[src/rtl/fetch_stage.sv]
// LEGv8 IF stage: owns the fetch PC, addresses the instruction ROM and
// registers the fetched word into IF/ID with stall/flush/redirect control.
module fetch_stage #(
  parameter int unsigned   N   = 64,
  parameter int unsigned   IW  = 32,
  parameter int unsigned   AW  = 7,
  parameter logic [IW-1:0] NOP = 32'h8b1f03ff
) (
  input  logic          clk,
  input  logic          reset,
  input  logic          stall,
  input  logic          flush,
  input  logic          PCSrc,
  input  logic [N-1:0]  PCBranch,
  output logic [AW-1:0] imem_addr,
  input  logic [IW-1:0] imem_q,
  output logic [N-1:0]  pc_F,
  output logic [IW-1:0] instr_D,
  output logic [N-1:0]  pc_D,
  output logic          valid_D,
  output logic [31:0]   fetch_count
);

  localparam logic [N-1:0] PC_STEP = N'(4);

  logic [N-1:0]  r_pc_F;
  logic [IW-1:0] r_instr_D;
  logic [N-1:0]  r_pc_D;
  logic          r_valid_D;
  logic [31:0]   r_fetch_count;
  logic [N-1:0]  w_pc_next;
  logic          w_capture;

  // Redirect outranks stall so a taken branch is never lost behind a hazard.
  always_comb begin
    w_pc_next = r_pc_F;
    if (PCSrc)
      w_pc_next = {PCBranch[N-1:2], 2'b00};
    else if (!stall)
      w_pc_next = r_pc_F + PC_STEP;
  end

  assign w_capture = !flush && !stall;

  always_ff @(posedge clk or posedge reset) begin
    if (reset)
      r_pc_F <= '0;
    else
      r_pc_F <= w_pc_next;
  end

  always_ff @(posedge clk or posedge reset) begin
    if (reset) begin
      r_instr_D <= NOP;
      r_pc_D    <= '0;
      r_valid_D <= 1'b0;
    end else if (flush) begin
      r_instr_D <= NOP;
      r_pc_D    <= '0;
      r_valid_D <= 1'b0;
    end else if (w_capture) begin
      r_instr_D <= imem_q;
      r_pc_D    <= r_pc_F;
      r_valid_D <= 1'b1;
    end
  end

  always_ff @(posedge clk or posedge reset) begin
    if (reset)
      r_fetch_count <= '0;
    else if (w_capture && (r_fetch_count != '1))
      r_fetch_count <= r_fetch_count + 32'd1;
  end

  assign imem_addr   = r_pc_F[AW+1:2];
  assign pc_F        = r_pc_F;
  assign instr_D     = r_instr_D;
  assign pc_D        = r_pc_D;
  assign valid_D     = r_valid_D;
  assign fetch_count = r_fetch_count;

endmodule

[config.mk]
export PLATFORM = sky130hd
export DESIGN_NAME = fetch_stage
export DESIGN_NICKNAME = d
export VERILOG_FILES = /design/src/rtl/fetch_stage.sv
export SDC_FILE = /design/constraint.sdc
export NUM_CORES = 1
export LEC_CHECK = 0
export ABC_AREA = 1
export CAP_MARGIN = 15
export CORE_ASPECT_RATIO = 0.7
export CORE_UTILIZATION = 28
export CTS_CLUSTER_DIAMETER = 50
export DETAILED_ROUTE_END_ITERATION = 8
export SYNTH_ARGS = -nofsm -noshare
export SYNTH_HDL_FRONTEND = slang
export SYNTH_SLANG_ARGS = --single-unit
[constraint.sdc]
create_clock -name clk -period 9.13 [get_ports clk]
set_input_delay 1.826 -clock clk [delete_from_list [all_inputs] [get_ports clk]]
set_output_delay 1.826 -clock clk [all_outputs]
set_load 0.03 [all_outputs]
**Run 1: clock wiring as the flow saved it**

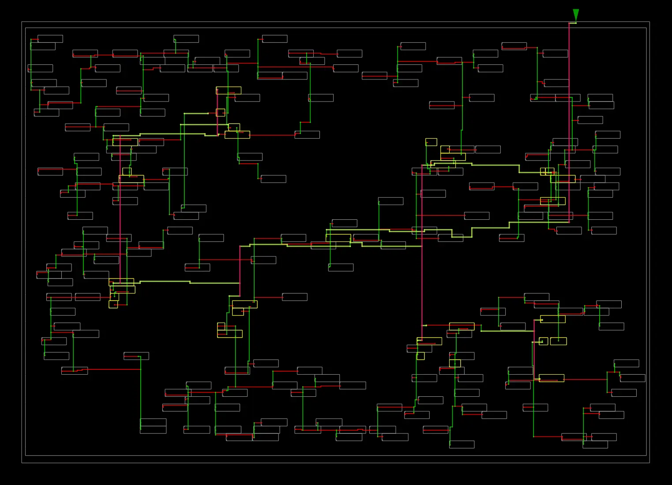
P_clk: 0.758 mW
clock latency at the later pin of the worst-skew pair: 0.46 ns
CTS buffer count: 17
clock buffer count: 17

**Run 1: placed cells, one color a class**

Drawn at 2 px/µm.
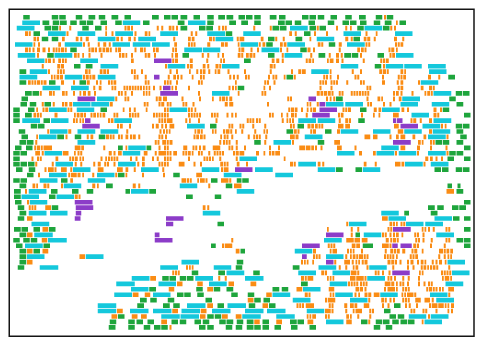
Orange marks all other logic, cells 1183, share of their area 39%. Purple marks clock drivers and dummy loads, cells 32, share of their area 4.1%. Green marks other buffers and delay cells, cells 306, share of their area 22%. Cyan marks flip-flops, cells 190, share of their area 35%.
Core Region: 0.0361 mm²
cell area after layout: 0.0143 mm²
sequential fraction of total cell area: 33.4%
placement row count: 58
Post-Route Utilization: 39.6%

**Run 1: met3 routing**

Drawn at 1.5 px/µm.
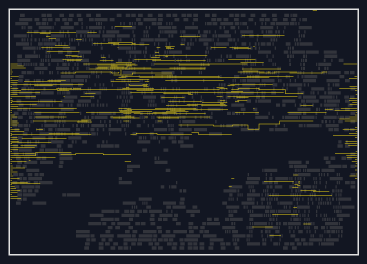
The wires run mostly horizontal. The layer carries 3650 µm of wire. 227 nets have wire on it. The layer holds 8.8% of the routed length. The longest straight run is 107 µm.

==> flow_summary.yaml, run 1 <==
# physical design summary
global_routing:
  grt_remaining_overflow: 0
  globalRouteMet1Util_pct: 34.6
  groute.layer.met3.usage_pct: 5.67
  busiest_layer: "met1"
  grt_pass1_vias: 9833
  grt_start_max_net_pins: 78
  use_met2_pct: 30.3
power:
  cellInternalPower_mw: 1.49
  p_seq_mw: 0.998
  power_leakage_nw: 6.24
  pg_comb_mw: 0.561
  power_density_mw_per_mm2: 162
  comb_power_share_pct: 24.2
  power.share.sequential_pct: 43.1
  maxPowerGroup: "sequential cells"
  finalPower_mw: 2.32
worst_setup_path:
  critPathLaunch: "stall"
  timing.critical_path.cells: "clkdlybuf4s50_1 -> inv_1 -> nor2_4 -> clkinv_1 -> buf_4 -> o22ai_1 -> o22ai_1 -> nand2_1"
  cp_common_cell: "sky130_fd_sc_hd__o22ai_1"
  worst-path-buf-inv: 4
  r2r_slack_ns: 6.71
  worst_r2r_startpoint: "pc_F[3]"
  required_ns: 9.53
  worst-path-max-fanout: 38
  cp.depth: 8
  crit_type: "in2reg"
  crit_path_max_incr_delay_ns: 0.58
  worstSetupEndpoint: "pc_F[14]"
  worst_ep_arrival_time_ns: 4.38
  crit_path_start_kind: "primary input"
  crit_slowest_cell: "sky130_fd_sc_hd__clkdlybuf4s50_1"
  timing.reg2reg.worst_path_depth: 10
  rr_endpoint: "pc_F[46]"
  critical-path-top-delay-family: "buffers and inverters"
final_timing:
  hold_viol_final: 0
  tightest_slew_ns: 0.883
  finalCriticalPeriod_ns: 3.98
  cycle_use_final_pct: 43.6
  setup_viol: 0
  finalClockSkew_ns: 0.0173
  setup_tns_ns: 0
  rsz_0062_raised_after_global_routing: "false"
  final_critical_path_setup_slack_ns: 5.15
  fmax_mhz: 251
synth:
  synth.yosys.chip_area_mm2: 0.0103
  synth.largest_area_cell: "sky130_fd_sc_hd__dfrtp_1"
  synth-edff-count: 0
  syn_inst: 1425
  synth.distinct_cells: 36
  ys_cells: 1425
  ys_seq_elements: 190
  ys.flop_type: "sky130_fd_sc_hd__dfrtp_1"
  seq_area_frac_synth_pct: 46.2
  syn_area_mm2: 0.0103
  async_flop_share_pct: 100
floorplanning:
  fp-utilization_pct: 28.6
  ioPinCount: 301
  die_area_mm2: 0.0377
  die_x_size_um: 232
routing:
  route.detailed.vias_per_inst: 4.86
  length_of_routed_met3_wiring_um: 3650
  drt_drc_violations_left: 0
  vias: 10700
  route.final.wire_length_um: 41700
  met2WireLength_um: 17200
  detailedRoute.firstIterationViolations: 1152
  wirelength_met1_um: 20600
  wl_per_cell_um: 19.0
  detailedRoute.firstPassIterationCount: 5
run:
  warning_count: 28
  cap_viol_max_count: 0
status:
  status: "finished, final reports clean"
hold_path:
  hold_path_end: "pc_D[12]"
  hold-path-cell-count: 2
  min_from: "pc_D[12]"
place:
  place.port_buffers: 296
  hpwl_um: 31500
  finalWeightedCongestion: 0.975
  post-place-cells: 2158
  placedInstanceArea_mm2: 0.0137
  dp_worst_setup_slack_ns: 4.68
clock_tree:
  ctsRootBufferMaster: "sky130_fd_sc_hd__clkbuf_16"
  cts_repair_resize_count: 0
  cts_tree: "yes"
  hold_buffers: 0
  cts_buffer_depth: 2
  total_number_of_h_tree_levels: 4
layout:
  logic_area_mm2: 0.00472
  stdcell_count: 2193
  final_layout_top_logic_cells: "sky130_fd_sc_hd__nand2_1 (524), sky130_fd_sc_hd__clkdlybuf4s50_1 (295), sky130_fd_sc_hd__dfrtp_1 (171), sky130_fd_sc_hd__inv_1 (152), sky130_fd_sc_hd__nor2_1 (144)"
  nets: 1801
  synthToLayoutAreaGrowth_pct: 38.4
  layout_top_cell_excl_fill_tap: "sky130_fd_sc_hd__nand2_1"
  regArea_mm2: 0.00478
  final_layout_size_suffix_gt1_share_pct: 5.14
==> run 1: cell families after synthesis <==
family / after synthesis / synth area share [%]
AND-OR/OR-AND: 190 / 11.1
XOR/XNOR: 30 / 2.54
adder cells (fa/ha/maj): 2 / 0.242
buffers and inverters: 210 / 8.34
flip-flops: 190 / 46.2
other: 1 / 0.0363
AND/OR/NAND/NOR: 802 / 31.5
==> run 1: final cells by class <==
| type | instances | area share [%] |
|---|---|---|
| Antenna cell | 2 | 0.0350 |
| Clock buffer | 17 | 2.97 |
| Clock inverter | 15 | 0.997 |
| Inverter | 157 | 4.17 |
| Multi-Input combinational cell | 1026 | 33.0 |
| Sequential cell | 190 | 33.4 |
| Tap cell | 480 | 4.20 |
| Timing Repair Buffer | 306 | 21.3 |
==> run 1: worst register-to-register path, cell delays in order, from the launching register on <==
cell                      delay (ns)
sky130_fd_sc_hd__dfrtp_1        0.52
sky130_fd_sc_hd__ha_1           0.27
sky130_fd_sc_hd__nand2_1        0.10
sky130_fd_sc_hd__nor2_1         0.14
sky130_fd_sc_hd__nand2_1        0.16
sky130_fd_sc_hd__inv_1          0.14
sky130_fd_sc_hd__nand2_1        0.08
sky130_fd_sc_hd__nor2_1         0.58
sky130_fd_sc_hd__nand3_1        0.14
sky130_fd_sc_hd__nand3_1        0.13
sky130_fd_sc_hd__nand2_1        0.06
==> run 1: state kept, by name, summed over array words and instances, names as in the netlist <==
signal / flops
fetch_count: 32
instr_D: 32
pc_D: 63
valid_D: 1
pc_F: 62
==> run 1: synthesized netlist by cell type (all sizes together), types with 3 or more instances <==
cell    count
xor2       25
o21ai     128
a22o       15
o22a       19
dfrtp     171
xnor2       5
nand3      95
o211ai      8
o21bai      8
a21oi       3
nand4       6
dfstp      19
buf        27
nand2     528
nor3       13
o221ai      5
clkbuf     26
nor2      158
inv       157
==> run 1 -> run 2 <==
Clock period 9.13 ns to 3.4 ns, I/O delays scaled along.
==> run 2 against run 1 <==
Sequential power rose to 2.7 times the previous value. Flip-flop count is the same. Final area up 0.61%. Count of clock-buffer cells in the layout unchanged. Non-clock buffer count grew 1. Die size unchanged. First-iteration DRC count is 5.9% lower. Highest routed layer is now met5. Via count is 0.90% lower. Core utilization grew 0.24 points. Global-route usage fell by 0.16 points. Critical path depth did not move. Largest power group unchanged.
==> flow_summary.yaml, run 2 <==
# physical design summary
final_timing:
  setup_tns_ns: 0
  timing.final.max_slew_violations: 0
  finalCriticalPeriod_ns: 2.43
  final_critical_path_setup_slack_ns: 0.967
  worst_hold_slack_ns: 0.479
  hold_viol_final: 0
  setup_viol: 0
  relSlewSlack_pct: 49.7
  cycle_use_final_pct: 71.6
  fmax_mhz: 411
  tightest_slew_ns: 0.752
  rsz_0062_raised_after_global_routing: "false"
worst_setup_path:
  worst_ep_arrival_time_ns: 2.78
  timing.critical_path.cells: "ha_1 -> nand3_1 -> nor2_1 -> nand3_1 -> nor2_1 -> nand4_1 -> nand3_1 -> nand2_1"
  crit_type: "reg2reg"
  crit_path_start_kind: "flip-flop"
  end_kind: "flip-flop"
  crit_path_max_incr_delay_ns: 0.54
  cp_common_cell: "sky130_fd_sc_hd__nand3_1"
  required_ns: 3.75
  worst-path-max-fanout: 7
  crit_slowest_cell: "sky130_fd_sc_hd__dfrtp_1"
layout:
  final_core_utilization_pct: 39.8
  nets: 1802
  largest_register_ff_count: 63
  synthToLayoutAreaGrowth_pct: 39.3
  final_layout_top_logic_cells: "sky130_fd_sc_hd__nand2_1 (524), sky130_fd_sc_hd__clkdlybuf4s50_1 (295), sky130_fd_sc_hd__dfrtp_1 (171), sky130_fd_sc_hd__inv_1 (153), sky130_fd_sc_hd__nor2_1 (144)"
  fin_area_mm2: 0.0144
  layout_top_cell_excl_fill_tap: "sky130_fd_sc_hd__nand2_1"
  n_diodes: 0
  n_fill_cell: 3751
  stdcell_count: 2192
  final_layout_size_suffix_gt1_share_pct: 5.20
run:
  cap_viol_max_count: 0
  warning_count: 28
global_routing:
  grt_first_pass_wirelength_um: 61700
  grt_remaining_overflow: 0
  grt_start_max_net_pins: 87
  grt_pass1_vias: 9837
  global_route.usage.total_pct: 22.1
  antenna_found_initial: 3
clock_tree:
  hold_buffers: 0
  cts_repair_resize_count: 0
  cts_buffer_depth: 2
  clk_transition_reported_paths_ns: 0.08
  total_number_of_h_tree_levels: 4
  tritoncts.num_buffers: 17
  ctsRootBufferMaster: "sky130_fd_sc_hd__clkbuf_16"
  worst_skew_pair.late_latency_ns: 0.46
  postCtsSetupBuffers: 0
  cts_tree: "yes"
synth:
  area_leaders: "sky130_fd_sc_hd__dfrtp_1 (41%), sky130_fd_sc_hd__nand2_1 (19%), sky130_fd_sc_hd__o21ai_0 (5.7%), sky130_fd_sc_hd__inv_1 (5.6%), sky130_fd_sc_hd__nor2_1 (5.3%)"
  synthesis.yosys.warnings: 0
  synth-edff-count: 0
  ys.flop_type: "sky130_fd_sc_hd__dfrtp_1"
  synth.distinct_cells: 36
  synth.largest_area_cell: "sky130_fd_sc_hd__dfrtp_1"
  syn_area_mm2: 0.0103
  ys_cells: 1425
  postSynthAreaPerCell_um2: 7.25
  async_flop_share_pct: 100
  ys_seq_elements: 190
  synth.yosys.chip_area_mm2: 0.0103
  synthDominantCellAreaShare_pct: 41.4
  top_cells_by_count: "sky130_fd_sc_hd__nand2_1 (524), sky130_fd_sc_hd__dfrtp_1 (171), sky130_fd_sc_hd__inv_1 (155), sky130_fd_sc_hd__nor2_1 (147), sky130_fd_sc_hd__o21ai_0 (118)"
  seq_area_frac_synth_pct: 46.2
  syn_inst: 1425
  synth.most_common_cell: "sky130_fd_sc_hd__nand2_1"
routing:
  antenna_violating_nets_post_route: 0
  detailedRoute.firstPassIterationCount: 5
  route.detailed.vias_per_inst: 4.82
  detailedRoute.firstIterationViolations: 1084
  drt_drc_violations_left: 0
floorplanning:
  die.size.y_um: 163
  placeableCoreArea_mm2: 0.0361
  die_area_mm2: 0.0377
  fp-utilization_pct: 28.6
  die_x_size_um: 232
  ioPinCount: 301
  floorplan.rows: 58
place:
  placedInstanceArea_mm2: 0.0138
  place.port_buffers: 296
  post-place-cells: 2160
  hpwl_um: 31500
  finalWeightedCongestion: 0.963
  dp_worst_setup_slack_ns: 0.764
power:
  maximum_resistive_drop_on_vdd_uv: 360
  finalPower_mw: 6.37
  power_leakage_nw: 6.28
  power_density_mw_per_mm2: 442
status:
  status: "finished, final reports clean"
hold_path:
  worstHoldPathType: "reg2reg"
## run 2: cell counts after synthesis
No cell type changed its count.
## run 2: cells by family after synthesis
group | after synthesis | synth area share [%]
AND-OR/OR-AND | 190 | 11.1
flip-flops | 190 | 46.2
AND/OR/NAND/NOR | 802 | 31.5
XOR/XNOR | 30 | 2.54
buffers and inverters | 210 | 8.34
adder cells (fa/ha/maj) | 2 | 0.242
other | 1 | 0.0363
## run 2: critical path: cells and delay by family, from the launching register on
kind / cells / cell delay (ns)
fa+ha+maj: 1 / 0.27
flops: 1 / 0.54
simple gates: 7 / 1.51
## run 2: where the power goes
part | internal [mW] | switching (mW) | leakage, nW
registers | 2.45 | 0.233 | 2.42
clock network | 1.07 | 1.10 | 0.298
logic | 0.595 | 0.924 | 3.56
total | 4.11 | 2.26 | 6.28
## run 2: worst paths after layout
check,start,endpoint,slack [ns],cells past startpoint
worst max register to register,pc_F[3],pc_F[52],0.97,8
worst max-delay path,pc_F[3],pc_F[52],0.97,8
max in group asynchronous,reset,pc_F[59],1.94,3
worst min register to register,valid_D,valid_D,0.48,2
min in group asynchronous,reset,instr_D[28],0.60,2
worst min-delay path,valid_D,valid_D,0.48,2
## run 2: layer usage
metal	vias up	global-route usage [%]	share of wire, %
met5	-	0	0.074
met4	4	4.81	1.3
met3	31	5.99	9.1
met2	386	30.0	40
met1	5103	34.0	49
li1	5047	-	-
## run 2: layout make-up
class / count / area, µm² / area share (%)
well taps: 480 / 601 / 4.17
flip-flops and latches: 190 / 4780 / 33.2
inverters: 157 / 593 / 4.12
clock buffers: 17 / 425 / 2.96
clock inverters: 15 / 189 / 1.31
multi-input cells: 1026 / 4720 / 32.8
repair buffers: 307 / 3090 / 21.5
**Run 2: routed metal per tile**

Drawn at 1.5 px/µm. 23 x 16 tiles, from dark purple (low) to yellow (high), scaled to the fullest tile. Values are wire area over tile area, all layers added.
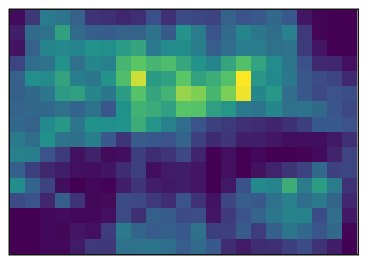
7.3% of the tiles are nearly empty. 14% of the tiles are over half the peak. The emptiest ninth of the die: lower left. The mean over all tiles is 0.18. The densest ninth of the die: top center.
total via count in the routed design: 10600
mean routed wirelength per cell: 19.0 µm
detailed-route wire length: 41700 µm

**Run 2: met3 routing**

Drawn at 1.5 px/µm.
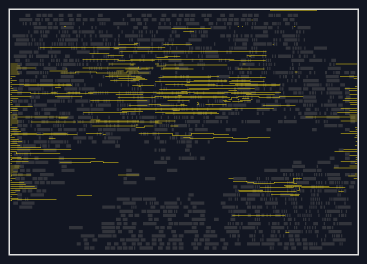
The layer holds 9.1% of the routed length. 210 nets have wire on it. The longest straight run is 107 µm.
GRT met3 Usage: 5.99%

**Run 2: clock wiring as the flow saved it**

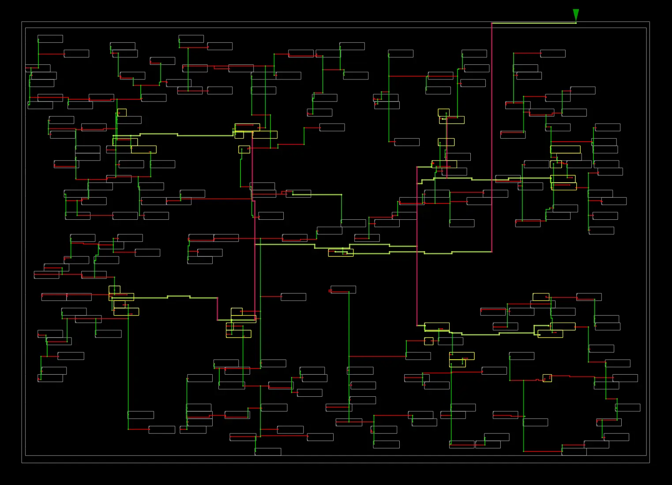
largest clock skew in the final design: 0.0151 ns
clock net sink count: 190
total number of sequential cells: 190

==> run 2 -> run 3 <==
Clock period 3.4 ns to 2.5 ns, I/O delays scaled along.
==> run 3 against run 2 <==
Clock power rose by 29%. Total power rose by 34%. Critical path depth fell by 7. Combinational power rose by 38%. Largest cell class unchanged. Count of clock-buffer cells in the layout did not move. Clock skew fell by 0.00056 ns. Global-route usage rose by 0.13 points. Via count rose by 1.0%. Largest power group unchanged. Sequential power rose by 35%. Worst setup slack got worse by 0.72 ns. Flip-flop count did not move. Register-to-register slack got worse by 0.70 ns.
==> flow_summary.yaml, run 3 <==
# physical design summary
worst_setup_path:
  timing.critical_path.cells: "clkdlybuf4s50_1"
  crit_path_start_kind: "flip-flop"
  worst-path-buf-inv: 1
  crit_path_max_incr_delay_ns: 0.76
  crit_slowest_cell: "sky130_fd_sc_hd__clkdlybuf4s50_1"
  critical-path-top-delay-family: "buffers and inverters"
  crit_type: "reg2out"
  end_kind: "output pin"
  required_ns: 2.00
  worst_ep_arrival_time_ns: 1.75
  worst-path-max-fanout: 7
synth:
  async_flop_share_pct: 100
  postSynthAreaPerCell_um2: 7.25
  synthDominantCellAreaShare_pct: 41.4
  synth-edff-count: 0
  synth.yosys.chip_area_mm2: 0.0103
  synth.largest_area_cell: "sky130_fd_sc_hd__dfrtp_1"
  top_cells_by_count: "sky130_fd_sc_hd__nand2_1 (524), sky130_fd_sc_hd__dfrtp_1 (171), sky130_fd_sc_hd__inv_1 (155), sky130_fd_sc_hd__nor2_1 (147), sky130_fd_sc_hd__o21ai_0 (118)"
  ys_cells: 1425
  syn_inst: 1425
  ys_seq_elements: 190
  area_leaders: "sky130_fd_sc_hd__dfrtp_1 (41%), sky130_fd_sc_hd__nand2_1 (19%), sky130_fd_sc_hd__o21ai_0 (5.7%), sky130_fd_sc_hd__inv_1 (5.6%), sky130_fd_sc_hd__nor2_1 (5.3%)"
  seq_area_frac_synth_pct: 46.2
  synth.distinct_cells: 36
  synthesis.yosys.warnings: 0
  synth.most_common_cell: "sky130_fd_sc_hd__nand2_1"
  syn_area_mm2: 0.0103
  ys.flop_type: "sky130_fd_sc_hd__dfrtp_1"
layout:
  final_layout_size_suffix_gt1_share_pct: 5.91
  largest_register_ff_count: 63
  stdcell_count: 2206
  synthToLayoutAreaGrowth_pct: 40.3
  final_layout_top_logic_cells: "sky130_fd_sc_hd__nand2_1 (524), sky130_fd_sc_hd__clkdlybuf4s50_1 (295), sky130_fd_sc_hd__dfrtp_1 (171), sky130_fd_sc_hd__inv_1 (153), sky130_fd_sc_hd__nor2_1 (144)"
  layout_top_cell_excl_fill_tap: "sky130_fd_sc_hd__nand2_1"
  nets: 1815
run:
  warning_count: 29
  cap_viol_max_count: 0
final_timing:
  relSlewSlack_pct: 54.6
  fmax_mhz: 444
  rsz_0062_raised_after_global_routing: "false"
  hold_viol_final: 0
  cycle_use_final_pct: 90.0
  timing.final.max_slew_violations: 0
  finalCriticalPeriod_ns: 2.25
  setup_viol: 0
  finalClockSkew_ns: 0.0146
  worst_hold_slack_ns: 0.362
  setup_tns_ns: 0
  tightest_slew_ns: 0.680
global_routing:
  grt_remaining_overflow: 0
  antenna_found_initial: 0
  globalRouteMet1Util_pct: 33.8
  grt_pass1_vias: 10000
  use_met2_pct: 30.0
  grt_start_max_net_pins: 77
  busiest_layer: "met1"
  global_route.usage.total_pct: 22.2
  grt_first_pass_wirelength_um: 62300
place:
  hpwl_um: 31500
  finalWeightedCongestion: 0.959
  post-place-cells: 2173
  place.port_buffers: 296
clock_tree:
  postCtsSetupBuffers: 0
  clk_transition_reported_paths_ns: 0.08
  hold_buffers: 0
  clock_sinks: 190
  tritoncts.num_buffers: 17
  cts_buffer_depth: 2
  total_number_of_h_tree_levels: 4
  cts_repair_resize_count: 0
  cts_tree: "yes"
  ctsRootBufferMaster: "sky130_fd_sc_hd__clkbuf_16"
power:
  maximum_resistive_drop_on_vdd_uv: 497
  finalPower_mw: 8.52
  power_leakage_nw: 6.34
  power_density_mw_per_mm2: 587
floorplanning:
  placeableCoreArea_mm2: 0.0361
  floorplan.rows: 58
  die_x_size_um: 232
  die_area_mm2: 0.0377
  die.size.y_um: 163
  fp-utilization_pct: 28.6
  ioPinCount: 301
routing:
  antenna_violating_nets_post_route: 0
  detailedRoute.firstIterationViolations: 1137
  detailedRoute.firstPassIterationCount: 5
  wl_per_cell_um: 18.9
  route.detailed.vias_per_inst: 4.84
  drt_drc_violations_left: 0
hold_path:
  worstHoldPathType: "in2async"
status:
  status: "finished, final reports clean"
-- run 3: metal layers --
layer	vias to the layer above	share of wire [%]
met1	5133	48
met5	-	0
met4	0	1.2
met3	28	9.7
met2	440	41
li1	5077	-
-- run 3: worst paths after layout --
path / from / to / slack [ns] / depth (start not counted)
worst max-delay path: pc_F[3] / imem_addr[1] / 0.25 / 1
worst min-delay path: reset / instr_D[21] / 0.36 / 2
worst max register to register: pc_F[3] / pc_F[42] / 0.27 / 10
worst min register to register: valid_D / valid_D / 0.48 / 2
max in group asynchronous: reset / instr_D[25] / 1.44 / 3
min in group clk: valid_D / valid_D / 0.48 / 2
-- run 3: logic make-up (layout without fill, tap and decap cells) --
logic type	Yosys count	count (layout)	share of synthesized area (%)
fa+ha+maj	2	2	0.242
simple gates	802	802	31.5
buf+inv	210	509	8.34
other cells	1	3	0.0363
flops	190	190	46.2
compound gates	190	190	11.1
xor+xnor	30	30	2.54
-- run 3: power by group --
| group | switching, mW | internal, mW |
|---|---|---|
| logic | 1.27 | 0.827 |
| registers | 0.308 | 3.33 |
| clock network | 1.46 | 1.33 |
-- run 3: final cells by class --
type / instances / area (µm²)
repair buffers: 320 / 3240
well taps: 480 / 601
clock buffers: 17 / 425
flip-flops and latches: 190 / 4780
diodes: 1 / 2.50
clock inverters: 15 / 150
multi-input cells: 1026 / 4720
fillers: 3709 / 21600
inverters: 157 / 593
-- run 3: per-stage QoR --
step / util [%] / worst slack (ns) / cell area [µm²]
2_1_floorplan: - / -0.433 / 10300
3_5_place_dp: 38.5 / 0.352 / 13900
5_1_grt: 40.1 / 0.108 / 14500
3_3_place_gp: 38.5 / 0.385 / 13900
4_1_cts: 40.1 / 0.234 / 14500
6_report: 40.1 / 0.250 / 14500
**Run 3: clock wiring as the flow saved it**

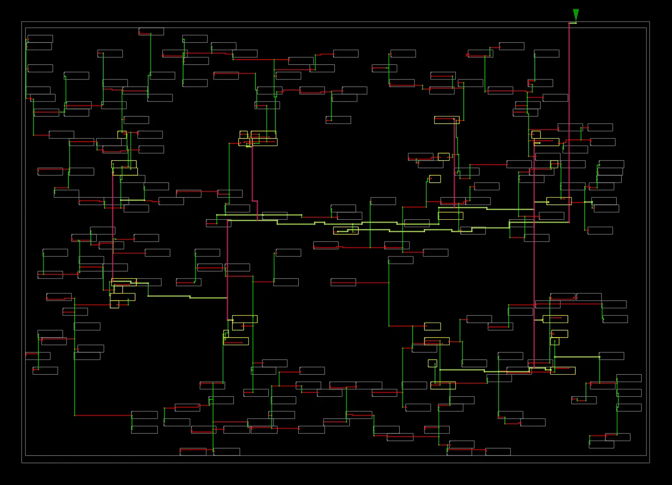
P_clk: 2.79 mW
clock latency at the later pin of the worst-skew pair: 0.47 ns

**Run 3: met3 routing**

Drawn at 1.5 px/µm.
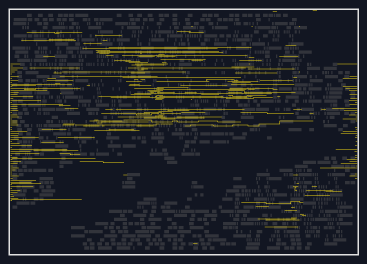
The layer carries 4020 µm of wire. The layer holds 9.7% of the routed length. The longest straight run is 94.8 µm. The wires run mostly horizontal. 232 nets have wire on it.
detailed-route wire length: 41600 µm
total via count in the routed design: 10700
GRT met3 Usage: 6.39%

**Run 3: routed metal per tile**

Drawn at 1.5 px/µm. 23 x 16 tiles, from dark purple (low) to yellow (high), scaled to the fullest tile. Values are wire area over tile area, all layers added.
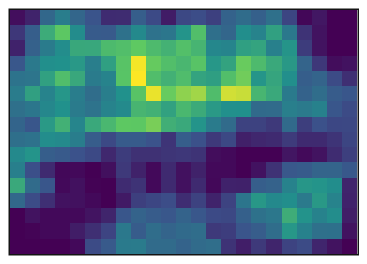
The densest ninth of the die: top center. The fullest tile reaches 0.55. 6.2% of the tiles are nearly empty. 23% of the tiles are over half the peak.

Power is estimated from default activity; no workload was simulated.
